## config.mk

```make
export PLATFORM = sky130hd
export DESIGN_NAME = trdb_cfg_master
export DESIGN_NICKNAME = d
export VERILOG_FILES = /design/src/rtl/trdb_pkg.sv /design/src/rtl/trdb_cfg_master.sv
export SDC_FILE = /design/constraint.sdc
export NUM_CORES = 1
export LEC_CHECK = 0
export ABC_CLOCK_PERIOD_IN_PS = 13400
export CAP_MARGIN = 20
export CORE_MARGIN = 2
export CORE_UTILIZATION = 49
export DETAILED_ROUTE_END_ITERATION = 10
export PLACE_DENSITY = 0.82
export SLEW_MARGIN = 10
export SYNTH_ARGS = -nofsm -noshare
export SYNTH_HDL_FRONTEND = slang
export SYNTH_SLANG_ARGS = --single-unit
```

## constraint.sdc

```tcl
create_clock -name clk_i -period 13.4 [get_ports clk_i]
set_input_delay 2.68 -clock clk_i [delete_from_list [all_inputs] [get_ports clk_i]]
set_output_delay 2.68 -clock clk_i [all_outputs]
set_load 0.05 [all_outputs]
```

## src/rtl/trdb_pkg.sv

```systemverilog
// trdb_pkg: shared types and register map for the trace debugger control path.
//   trdb_cfg_op_e    : command opcodes accepted by trdb_cfg_master
//   trdb_cfg_state_e : trdb_cfg_master FSM states
//   REG_TRDB_*       : per_* register addresses of trdb_reg
//   cfg_poll_match   : masked compare used by POLL commands
package trdb_pkg;

  localparam int TRDB_ADDR_WIDTH = 12;

  localparam logic [TRDB_ADDR_WIDTH-1:0] REG_TRDB_CTRL   = 12'h000;
  localparam logic [TRDB_ADDR_WIDTH-1:0] REG_TRDB_STATUS = 12'h004;
  localparam logic [TRDB_ADDR_WIDTH-1:0] REG_TRDB_FILTER = 12'h008;
  localparam logic [TRDB_ADDR_WIDTH-1:0] REG_TRDB_DUMP   = 12'h00C;

  typedef enum logic [1:0] {
    CFG_WRITE = 2'b00,
    CFG_READ  = 2'b01,
    CFG_POLL  = 2'b10,
    CFG_RSVD  = 2'b11
  } trdb_cfg_op_e;

  typedef enum logic [1:0] {
    CFG_IDLE   = 2'b00,
    CFG_ACCESS = 2'b01,
    CFG_GAP    = 2'b10,
    CFG_RESP   = 2'b11
  } trdb_cfg_state_e;

  function automatic logic cfg_poll_match(input logic [31:0] rdata,
                                          input logic [31:0] expected,
                                          input logic [31:0] mask);
    return ((rdata & mask) == (expected & mask));
  endfunction

endpackage

```

## src/rtl/trdb_cfg_master.sv

```systemverilog
// trdb_cfg_master: bus initiator for the trace debugger control registers.
// Converts WRITE / READ / POLL commands into single per_* transactions and
// returns read data plus error status on a valid/ready response channel.
//
//   state  | meaning
//   IDLE   | cmd_ready_o=1, waiting for a command
//   ACCESS | per_valid_o=1, waiting for per_ready_i or timeout
//   GAP    | one idle bus cycle between POLL reads
//   RESP   | rsp_valid_o=1, waiting for rsp_ready_i
//
// Ports:
//   clk_i, rst_i (async, active-high)
//   cmd_valid_i / cmd_ready_o / cmd_op_i / cmd_addr_i / cmd_wdata_i / cmd_mask_i
//   rsp_valid_o / rsp_ready_i / rsp_rdata_o / rsp_err_o
//   busy_o
//   per_valid_o / per_we_o / per_addr_o / per_wdata_o / per_rdata_i / per_ready_i
module trdb_cfg_master
  import trdb_pkg::*;
#(
  parameter int APB_ADDR_WIDTH = 12,
  parameter int POLL_MAX       = 1024,
  parameter int TIMEOUT_CYCLES = 256
) (
  input  logic                      clk_i,
  input  logic                      rst_i,
  input  logic                      cmd_valid_i,
  output logic                      cmd_ready_o,
  input  logic [1:0]                cmd_op_i,
  input  logic [APB_ADDR_WIDTH-1:0] cmd_addr_i,
  input  logic [31:0]               cmd_wdata_i,
  input  logic [31:0]               cmd_mask_i,
  output logic                      rsp_valid_o,
  input  logic                      rsp_ready_i,
  output logic [31:0]               rsp_rdata_o,
  output logic                      rsp_err_o,
  output logic                      busy_o,
  output logic                      per_valid_o,
  output logic                      per_we_o,
  output logic [APB_ADDR_WIDTH-1:0] per_addr_o,
  output logic [31:0]               per_wdata_o,
  input  logic [31:0]               per_rdata_i,
  input  logic                      per_ready_i
);

  // Counter widths are clamped to 1 so degenerate parameter values still elaborate.
  localparam int WW = (TIMEOUT_CYCLES > 1) ? $clog2(TIMEOUT_CYCLES) : 1;
  localparam int PW = (POLL_MAX > 1) ? $clog2(POLL_MAX) : 1;
  localparam logic [WW-1:0] WAIT_LAST = WW'(TIMEOUT_CYCLES - 1);
  localparam logic [PW-1:0] POLL_LAST = PW'(POLL_MAX - 1);

  trdb_cfg_state_e           state_q, state_d;
  trdb_cfg_op_e              op_q, op_d;
  logic [APB_ADDR_WIDTH-1:0] addr_q, addr_d;
  logic [31:0]               wdata_q, wdata_d;
  logic [31:0]               mask_q, mask_d;
  logic [WW-1:0]             wait_q, wait_d;
  logic [PW-1:0]             poll_q, poll_d;
  logic [31:0]               rdata_q, rdata_d;
  logic                      err_q, err_d;
  logic                      per_valid_q, per_valid_d;
  logic                      per_we_q, per_we_d;
  logic                      rsp_valid_q, rsp_valid_d;

  always_comb begin
    state_d = state_q;
    op_d    = op_q;
    addr_d  = addr_q;
    wdata_d = wdata_q;
    mask_d  = mask_q;
    wait_d  = wait_q;
    poll_d  = poll_q;
    rdata_d = rdata_q;
    err_d   = err_q;

    unique case (state_q)
      CFG_IDLE: begin
        if (cmd_valid_i) begin
          op_d    = trdb_cfg_op_e'(cmd_op_i);
          addr_d  = cmd_addr_i;
          wdata_d = cmd_wdata_i;
          mask_d  = cmd_mask_i;
          wait_d  = '0;
          poll_d  = '0;
          rdata_d = '0;
          err_d   = 1'b0;
          if (trdb_cfg_op_e'(cmd_op_i) == CFG_RSVD) begin
            err_d   = 1'b1;
            state_d = CFG_RESP;
          end else begin
            state_d = CFG_ACCESS;
          end
        end
      end

      CFG_ACCESS: begin
        // Ready is evaluated before the timeout so a completion on the last
        // allowed cycle is not reported as an error.
        if (per_ready_i) begin
          unique case (op_q)
            CFG_WRITE: begin
              state_d = CFG_RESP;
            end
            CFG_READ: begin
              rdata_d = per_rdata_i;
              state_d = CFG_RESP;
            end
            CFG_POLL: begin
              rdata_d = per_rdata_i;
              if (cfg_poll_match(per_rdata_i, wdata_q, mask_q)) begin
                state_d = CFG_RESP;
              end else if (poll_q == POLL_LAST) begin
                err_d   = 1'b1;
                state_d = CFG_RESP;
              end else begin
                poll_d  = poll_q + 1'b1;
                state_d = CFG_GAP;
              end
            end
            default: begin
              err_d   = 1'b1;
              state_d = CFG_RESP;
            end
          endcase
        end else if (wait_q == WAIT_LAST) begin
          // rdata keeps 0 or the value captured by the previous POLL read.
          err_d   = 1'b1;
          state_d = CFG_RESP;
        end else begin
          wait_d = wait_q + 1'b1;
        end
      end

      CFG_GAP: begin
        // Idle bus cycle lets the responder's combinational status settle.
        wait_d  = '0;
        state_d = CFG_ACCESS;
      end

      CFG_RESP: begin
        if (rsp_ready_i) begin
          state_d = CFG_IDLE;
        end
      end

      default: begin
        state_d = CFG_IDLE;
      end
    endcase

    // Outputs are registered copies of the next state, so they change on the
    // same edge as the state itself.
    per_valid_d = (state_d == CFG_ACCESS);
    per_we_d    = (state_d == CFG_ACCESS) && (op_d == CFG_WRITE);
    rsp_valid_d = (state_d == CFG_RESP);
  end

  always_ff @(posedge clk_i or posedge rst_i) begin
    if (rst_i) begin
      state_q     <= CFG_IDLE;
      op_q        <= CFG_WRITE;
      addr_q      <= '0;
      wdata_q     <= '0;
      mask_q      <= '0;
      wait_q      <= '0;
      poll_q      <= '0;
      rdata_q     <= '0;
      err_q       <= 1'b0;
      per_valid_q <= 1'b0;
      per_we_q    <= 1'b0;
      rsp_valid_q <= 1'b0;
    end else begin
      state_q     <= state_d;
      op_q        <= op_d;
      addr_q      <= addr_d;
      wdata_q     <= wdata_d;
      mask_q      <= mask_d;
      wait_q      <= wait_d;
      poll_q      <= poll_d;
      rdata_q     <= rdata_d;
      err_q       <= err_d;
      per_valid_q <= per_valid_d;
      per_we_q    <= per_we_d;
      rsp_valid_q <= rsp_valid_d;
    end
  end

  assign cmd_ready_o = (state_q == CFG_IDLE);
  assign busy_o      = (state_q != CFG_IDLE);
  assign rsp_valid_o = rsp_valid_q;
  assign rsp_rdata_o = rdata_q;
  assign rsp_err_o   = err_q;
  assign per_valid_o = per_valid_q;
  assign per_we_o    = per_we_q;
  assign per_addr_o  = addr_q;
  assign per_wdata_o = wdata_q;

endmodule

```

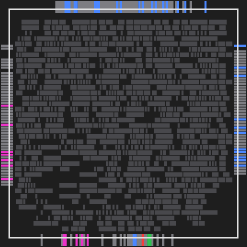
**Above:** pin map.
(2 px per um) Pins as bars across the die edge, other pins in grey.
cmd_ready_o: marked red, pins 1, direction output, edge south. cmd_op_i: marked green, pins 2, direction input, edge south. rsp_rdata_o: marked blue, pins 32, direction output, edge 19 north, 11 east, 2 south. per_addr_o: marked magenta, pins 12, direction output, edge 7 west, 5 south.
Port Buffer Count: 196
Die W: 114 um
Vert. Die Dim: 114 um

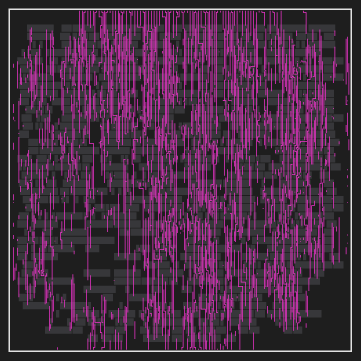
**Above:** metal 2.
(3 px per um) Cells faint in the background.
The wires run mostly vertical. The longest straight run is 47.9 um. 807 nets have wire on it. The layer carries 8400 um of wire.
total number of vias: 5268
routed wire length: 16700 um
GR met2 Demand/Resource: 44.5%

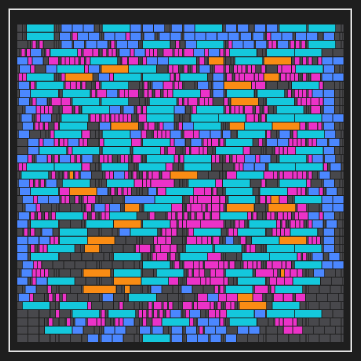
**Above:** cell classes on the final placement.
(3 px per um) Fill, decap, tap and diode cells in grey.
flip-flops: marked cyan, cells 134. other buffers and delay cells: marked blue, cells 200. all other logic: marked magenta, cells 491. clock drivers and dummy loads: marked orange, cells 28.
post-route design area: 8530 um2
placeable core region: 11600 um2
site row count: 39

==> Implementation_results.wiki <==
== Flow metrics ==
{| class="wikitable"
! Metric !! Value
|-
| Relative area of clock buffers and inverters in the final design || 6.54%
|-
| Buffer depth of the longest clock path || 2
|-
| Portion of the post-synthesis area used by sequential elements || 57.1%
|-
| Instance count after placement with tap cells included || 967
|-
| Worst r2r dst || rsp_rdata_o[3]$_DFFE_PP0P_
|-
| Top cell family by delay on the critical path || simple AND/OR/NAND/NOR gates
|-
| Transition at the pin with the smallest max-transition slack || 0.946 ns
|-
| Crit path max fanout || 16
|-
| Reg2Reg Depth || 6
|-
| Number of clock-tree buffers in the layout || 25
|-
| Met3 routing resource usage after global routing || 6.91%
|-
| Largest vdd supply drop || 0.000143 V
|-
| Antenna violations before repair || 0
|-
| Maximum number of pins on one net before global-route repair || 86
|-
| Critical Path Sink || per_we_o$_DFF_PP0_
|-
| Fraction of area in multi-input gates || 28.1%
|-
| Multi-input combinational cell count || 484
|-
| First-pass DRT Iterations || 5
|-
| Cell internal power dissipation || 1.22 mW
|-
| Most repeated cell in the gate-level netlist after synthesis || sky130_fd_sc_hd__nand2_1
|-
| Aoi/oai-family share of the synthesized area || 7.88%
|-
| M1 wire length || 6740 um
|-
| Ratio of routed vias to standard cells || 5.29
|-
| DRC errors left || 0
|-
| Crit path launch || per_rdata_i[8]
|-
| Minimum setup slack in the final design || 8.60 ns
|-
| Standby leakage power || 4.00 nW
|-
| Number of buffer and inverter stages on the critical path || 1
|-
| Ys flop type || sky130_fd_sc_hd__dfrtp_1
|-
| Max incr delay on CP || 0.73 ns
|-
| Status || finished clean
|-
| Dominant power group || combinational cells
|-
| Finish-stage setup viols || 0
|-
| Most frequent cells after synthesis || 314 x sky130_fd_sc_hd__nand2_1, 134 x sky130_fd_sc_hd__dfrtp_1, 41 x sky130_fd_sc_hd__o21ai_0, 32 x sky130_fd_sc_hd__xor2_1, 19 x sky130_fd_sc_hd__clkbuf_1
|-
| Yosys Instances || 654
|-
| Non-clock inverter total of the final layout || 7
|-
| Number of nets at floorplan || 774
|-
| Number of placed I/O pins || 197
|-
| Placed instance area || 7940 um2
|-
| Highest clock frequency the design can meet || 208 MHz
|-
| Sequential share of cell area || 39.3%
|-
| CP Capture Type || flip-flop
|-
| Combined global-route utilization of all metal layers || 26.3%
|-
| Flop2flop setup slack || 10.70 ns
|-
| Sequential share of power || 30.9%
|-
| Startpoint kind of the worst setup timing path || input pin
|-
| Die area || 12900 um2
|-
| Leading area contributor after synthesis || sky130_fd_sc_hd__dfrtp_1
|-
| Netlist area before placement || 5880 um2
|-
| Source of the worst register-to-register timing path || state_q[0]$_DFF_PP0_
|-
| Floorplan-stage core utilization || 50.8%
|-
| Clk slew on worst S/H paths || 0.05 ns
|-
| Hold Path Stages || 2
|-
| Worst-case hold path end point || per_addr_o[4]$_DFFE_PP0P_
|-
| Setup repair after global routing missed its margin || no
|-
| Adder-cell share of the synthesized area || 1.06%
|-
| Dpl ws || 8.20 ns
|-
| Switching fraction of total power || 46.3%
|-
| Number of stages on the worst setup path || 7
|-
| Routing layer with the top usage in global route || met2
|-
| Total gr overflow || 0
|-
| Area growth, synth to finish || 45.1%
|-
| Fraction of layout cells with a size suffix above 1 || 5.04%
|-
| Top cells by area, synth || sky130_fd_sc_hd__dfrtp_1 57%, sky130_fd_sc_hd__nand2_1 20%, sky130_fd_sc_hd__xor2_1 4.8%
|-
| Number of synthesized flops with an enable pin || 0
|-
| FFs w/ async S/R, synth || 100%
|-
| CP Cell Sequence || clkdlybuf4s50_1 > xor2_1 > a22oi_1 > nand4_1 > nor4_4 > o22ai_1 > nor4_2
|-
| Net switching power figure || 1.05 mW
|-
| Total cell area reported by yosys after synthesis || 5880 um2
|-
| Multiplexer fraction of the synthesized cell area || 1.02%
|-
| Gate count of the mapped netlist || 654
|-
| XOR/XNOR Area Share || 5.52%
|-
| Number of H-tree levels || 4
|-
| Per-instance average area after synthesis || 8.98 um2
|-
| Util after Layout || 73.7%
|-
| Tap Count || 143
|-
| Power dissipated in combinational cells || 1.13 mW
|-
| Number of storage elements in the synthesis netlist || 134
|-
| Routability cong. || 0.826
|-
| Main kind of combinational logic by area || simple AND/OR/NAND/NOR gates
|-
| Synth Warn # || 0
|-
| Period minus WS final || 4.80 ns
|-
| Vias in the first global route || 5250
|-
| WL per Instance || 16.8 um
|-
| Met1 track demand over resource || 32.4%
|-
| Number of nets still failing antenna checks after routing || 0
|-
| Non-clock buffer share || 23.6%
|-
| Overall power of the completed layout || 2.27 mW
|-
| Top metal layer carrying routed signals || met4
|-
| Type of the most critical hold path || reg2reg
|-
| Synth cell types || 39
|-
| CTS resizes || 0
|-
| Sequential power || 0.701 mW
|-
| FF+latch area || 3350 um2
|-
| Tightest slew margin relative to the limit || 36.9%
|-
| MI comb area || 2390 um2
|-
| FILL cells || 821
|-
| Critical-path top delay cell || sky130_fd_sc_hd__nor4_4
|-
| Post-DP HPWL || 11500 um
|-
| Postcts setup bufs || 0
|-
| CTS sink cnt || 134
|-
| Classification of the worst setup path || in2reg
|-
| Aggregate negative setup slack || 0 ns
|-
| Power Density || 266 nW/um2
|-
| Part of the total power dissipated in combinational logic || 49.9%
|-
| Data arrival time of the critical path || 5.12 ns
|-
| Startpoint of the tightest hold check path || per_addr_o[4]$_DFFE_PP0P_
|-
| Number of buffers added to fix hold violations after cts || 0
|-
| Most numerous logic cell after layout || sky130_fd_sc_hd__nand2_1
|-
| Wire length of the first global-routing pass || 26200 um
|-
| First-iteration detailed-routing DRC count || 470
|-
| Final-layout worst hold slack || 0.470 ns
|-
| Leading cell types in the layout, fill and taps excluded || 313 x sky130_fd_sc_hd__nand2_1, 196 x sky130_fd_sc_hd__clkdlybuf4s50_1, 134 x sky130_fd_sc_hd__dfrtp_1
|-
| TritonCTS clock tree || yes
|-
| Final number of hold-violating endpoints || 0
|-
| Simple-Gate Fraction of Synth Area || 24.9%
|-
| Ant. Diodes || 0
|-
| Root buf cell || sky130_fd_sc_hd__clkbuf_16
|}
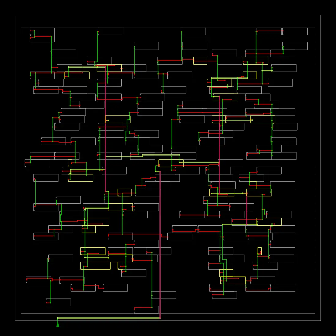
**Above:** clock nets.
number of buffers created by CTS: 17
flop count: 134

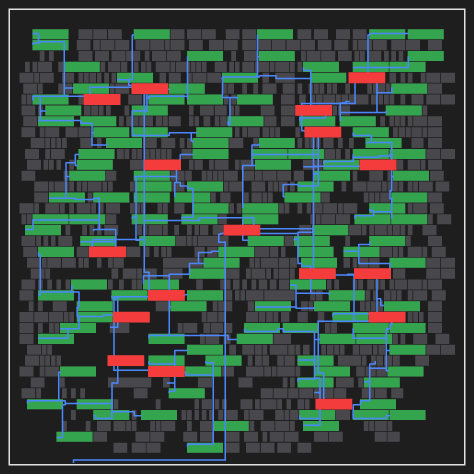
**Above:** clock distribution.
(4 px per um)
cells driving clock nets: marked red, count 17. clock wires: marked blue, length 1540 um. flip-flops: marked green, count 134.
Position of the flops: all over the die.
relative contribution of the clock network to total power: 19.3%
worst clock skew: 0.00396 ns
Clock net power: 0.438 mW
worst-skew pair later-pin latency: 0.41 ns

No activity file was given, so power comes from the tool's default toggle rates.
